`src/rtl/uart_pkg.sv`:
```
// Shared UART types: the arbiter FSM encoding plus the transmitter and receiver state enums
// used by the rest of the UART subsystem.
package uart_pkg;

   localparam int UART_DATA_W = 8;

   typedef enum logic [1:0] {
      ARB_IDLE      = 2'd0,
      ARB_START     = 2'd1,
      ARB_WAIT_BUSY = 2'd2,
      ARB_WAIT_DONE = 2'd3
   } arb_state_t;

   typedef enum logic [1:0] {
      TX_IDLE  = 2'd0,
      TX_START = 2'd1,
      TX_DATA  = 2'd2,
      TX_STOP  = 2'd3
   } tx_state_t;

   typedef enum logic [1:0] {
      RX_IDLE  = 2'd0,
      RX_START = 2'd1,
      RX_DATA  = 2'd2,
      RX_STOP  = 2'd3
   } rx_state_t;

endpackage

```
`src/rtl/rr_select.sv`:
```
// Combinational round-robin picker: first set bit of req searching upward from rr_ptr with wrap.
// Shared by the transmit arbiter and the receive-side dispatcher.
module rr_select #(
   parameter int NUM_REQ = 4,
   parameter int IDX_W   = $clog2(NUM_REQ)
) (
   input  logic [NUM_REQ-1:0] req,
   input  logic [IDX_W-1:0]   rr_ptr,
   output logic [IDX_W-1:0]   sel,
   output logic               any_req
);

   // One extra bit so rr_ptr + offset never overflows before the explicit modulo.
   localparam logic [IDX_W:0] NUM_REQ_W = (IDX_W+1)'(NUM_REQ);

   logic [IDX_W:0] idx;

   always_comb begin
      sel     = '0;
      any_req = 1'b0;
      idx     = '0;
      for (int i = 0; i < NUM_REQ; i++) begin
         idx = {1'b0, rr_ptr} + (IDX_W+1)'(i);
         if (idx >= NUM_REQ_W) begin
            idx = idx - NUM_REQ_W;
         end
         if (!any_req && req[idx[IDX_W-1:0]]) begin
            any_req = 1'b1;
            sel     = idx[IDX_W-1:0];
         end
      end
   end

endmodule

```
`src/rtl/uart_tx_arbiter.sv`:
```
// Round-robin arbiter sharing one UART transmitter between NUM_REQ byte producers.
// Latches one byte per grant and releases the transmitter only after the frame completes.
module uart_tx_arbiter
   import uart_pkg::*;
#(
   parameter int NUM_REQ      = 4,
   parameter int DATA_W       = UART_DATA_W,
   parameter int BUSY_TIMEOUT = 16
) (
   input  logic                        clk,
   input  logic                        rstn,
   input  logic [NUM_REQ-1:0]          req_valid,
   input  logic [NUM_REQ*DATA_W-1:0]   req_data,
   output logic [NUM_REQ-1:0]          req_ready,
   output logic                        tx_start,
   output logic [DATA_W-1:0]           tx_data,
   input  logic                        tx_busy,
   output logic [$clog2(NUM_REQ)-1:0]  grant_id,
   output logic                        active,
   output logic                        timeout_err
);

   localparam int IDX_W = $clog2(NUM_REQ);
   localparam int CNT_W = $clog2(BUSY_TIMEOUT + 1);

   localparam logic [IDX_W-1:0] LAST_ID  = IDX_W'(NUM_REQ - 1);
   localparam logic [CNT_W-1:0] CNT_LAST = CNT_W'(BUSY_TIMEOUT - 1);

   arb_state_t          state;
   logic [IDX_W-1:0]    rr_ptr;
   logic [CNT_W-1:0]    busy_cnt;
   logic [IDX_W-1:0]    sel;
   logic                any_req;
   logic [DATA_W-1:0]   sel_data;
   logic [NUM_REQ-1:0]  sel_onehot;
   logic [IDX_W-1:0]    next_ptr;

   rr_select #(
      .NUM_REQ (NUM_REQ),
      .IDX_W   (IDX_W)
   ) u_rr_select (
      .req     (req_valid),
      .rr_ptr  (rr_ptr),
      .sel     (sel),
      .any_req (any_req)
   );

   always_comb begin
      sel_data   = '0;
      sel_onehot = '0;
      for (int i = 0; i < NUM_REQ; i++) begin
         if (sel == IDX_W'(i)) begin
            sel_data      = req_data[i*DATA_W +: DATA_W];
            sel_onehot[i] = 1'b1;
         end
      end
   end

   // Explicit wrap so non-power-of-two NUM_REQ still cycles 0..NUM_REQ-1.
   assign next_ptr = (grant_id == LAST_ID) ? '0 : grant_id + 1'b1;

   always_ff @(posedge clk) begin
      if (!rstn) begin
         state       <= ARB_IDLE;
         rr_ptr      <= '0;
         busy_cnt    <= '0;
         req_ready   <= '0;
         tx_start    <= 1'b0;
         tx_data     <= '0;
         grant_id    <= '0;
         active      <= 1'b0;
         timeout_err <= 1'b0;
      end else begin
         req_ready   <= '0;
         tx_start    <= 1'b0;
         timeout_err <= 1'b0;
         case (state)
            ARB_IDLE: begin
               if (any_req) begin
                  tx_data   <= sel_data;
                  grant_id  <= sel;
                  req_ready <= sel_onehot;
                  active    <= 1'b1;
                  state     <= ARB_START;
               end
            end
            ARB_START: begin
               // A previous frame may still be draining; wait for it before starting ours.
               if (!tx_busy) begin
                  tx_start <= 1'b1;
                  busy_cnt <= '0;
                  state    <= ARB_WAIT_BUSY;
               end
            end
            ARB_WAIT_BUSY: begin
               if (tx_busy) begin
                  state <= ARB_WAIT_DONE;
               end else if (busy_cnt == CNT_LAST) begin
                  timeout_err <= 1'b1;
                  rr_ptr      <= next_ptr;
                  active      <= 1'b0;
                  state       <= ARB_IDLE;
               end else begin
                  busy_cnt <= busy_cnt + 1'b1;
               end
            end
            ARB_WAIT_DONE: begin
               if (!tx_busy) begin
                  rr_ptr <= next_ptr;
                  active <= 1'b0;
                  state  <= ARB_IDLE;
               end
            end
            default: state <= ARB_IDLE;
         endcase
      end
   end

endmodule

```
`config.mk`:
```
export PLATFORM = sky130hd
export DESIGN_NAME = uart_tx_arbiter
export DESIGN_NICKNAME = d
export VERILOG_FILES = /design/src/rtl/uart_pkg.sv /design/src/rtl/rr_select.sv /design/src/rtl/uart_tx_arbiter.sv
export SDC_FILE = /design/constraint.sdc
export NUM_CORES = 1
export LEC_CHECK = 0
export CORE_UTILIZATION = 43
export CTS_CLUSTER_SIZE = 24
export DETAILED_ROUTE_END_ITERATION = 10
export PLACE_DENSITY_LB_ADDON = 0.1
export REMOVE_ABC_BUFFERS = 1
export SYNTH_ARGS = -nofsm -noshare
export SYNTH_HDL_FRONTEND = slang
export SYNTH_SLANG_ARGS = --single-unit
```
`constraint.sdc`:
```
create_clock -name clk -period 2.3 [get_ports clk]
set_input_delay 0.23 -clock clk [delete_from_list [all_inputs] [get_ports clk]]
set_output_delay 0.23 -clock clk [all_outputs]
set_load 0.1 [all_outputs]
```
==> impl_metrics.tcl <==
# place-and-route summary
set metrics [dict create \
    outcome "completed" \
    routed.top_layer "met4" \
    hold_viol 0 \
    cp.arrival_ns 2.16 \
    cts_buffer_depth 2 \
    n_fill_cell 278 \
    core_um2 3050 \
    top_area_share_pct 37.4 \
    fa_ha_area_share_pct 7.19 \
    grt-busiest-layer "met2" \
    clkbuf_count 3 \
    r2r_cells 8 \
    postCtsHoldBufs 0 \
    worst_slew_pin_slew_ns 0.425 \
    yosysTopAreaCell "dfxtp_1" \
    cap_violations 0 \
    min_from "active" \
    fmax_mhz 521 \
    cts_made_buffers 3 \
    hold_path_end "active" \
    clk_latency_ns 0.33 \
    seq_area_share_pct 25.8 \
    grt_pass1_vias 1341 \
    avgViaCountPerCell 5.34 \
    switching_power_mw 1.11 \
    layout-drive-gt1-share_pct 18.2 \
    cp-start-kind "flip-flop" \
    edf_count 0 \
    setup_ws_ns 0.382 \
]
## synth_stat cells, drive strengths merged, types with 3 or more instances
library cell	instances
a21oi	14
clkbuf	6
dfxtp	26
ha	8
inv	5
mux2	8
mux2i	6
nand2	9
nand2b	7
nand3	3
nor2	9
nor2b	9
o221ai	8
o22ai	8
## worst max path at each step
stage / slack [ns] / endpoint / startpoint
after floorplan: 0.12 / tx_data[0] / state[0]
after global placement: 0.19 / tx_data[6] / req_valid[0]
after detailed placement: 0.11 / tx_data[0] / req_valid[0]
after CTS: 0.42 / busy_cnt[3] / busy_cnt[0]
after global routing: 0.19 / state[1] / busy_cnt[0]
final: 0.38 / busy_cnt[3] / busy_cnt[0]
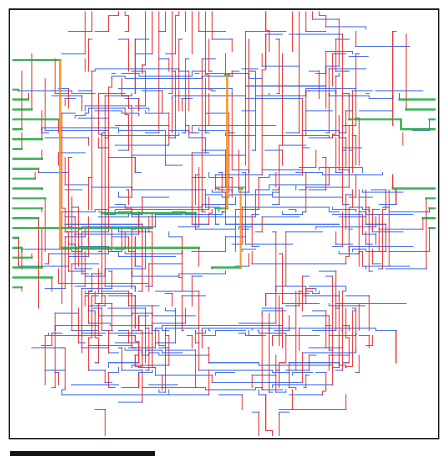
(images/wires.png)
Scale bar: 20 um.
orange -> metal 4  # wire length 55.1 um
blue -> metal 1  # wire length 1660 um
green -> metal 3  # wire length 154 um
red -> metal 2  # wire length 1650 um

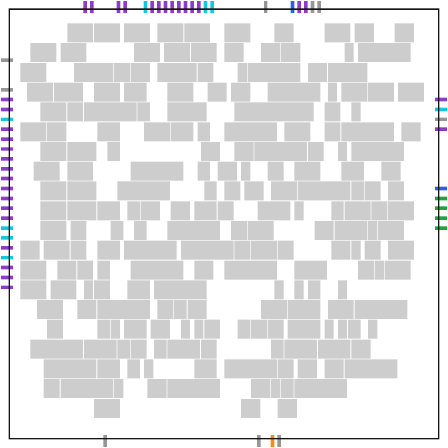
(images/io_placement.png)
Pins as bars across the die edge, other pins in gray.
purple -> req_data  # pins 32, direction input, edge 16 west, 14 north, 2 east
blue -> grant_id  # pins 2, direction output, edge 1 east, 1 north
green -> req_valid  # pins 4, direction input, edge east
cyan -> tx_data  # pins 8, direction output, edge 4 west, 3 north, 1 east
orange -> tx_start  # pins 1, direction output, edge south
die y size: 58.9 um
die x size: 58.9 um
PortBufs: 55

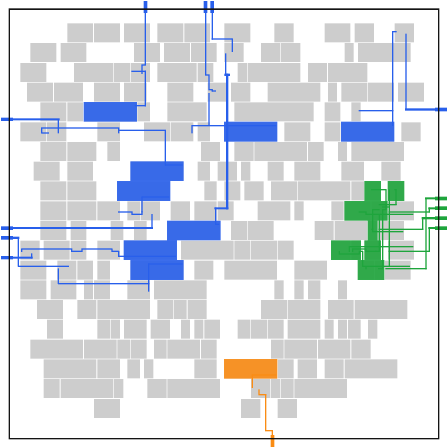
(images/io_fan.png)
green -> req_valid  # bits 4, direction input, edge east, end cells 10, wire 119 um
blue -> tx_data  # bits 8, direction output, edge 4 west, 3 north, 1 east, end cells 8, wire 238 um
orange -> tx_start  # bits 1, direction output, edge south, end cells 1, wire 13.1 um

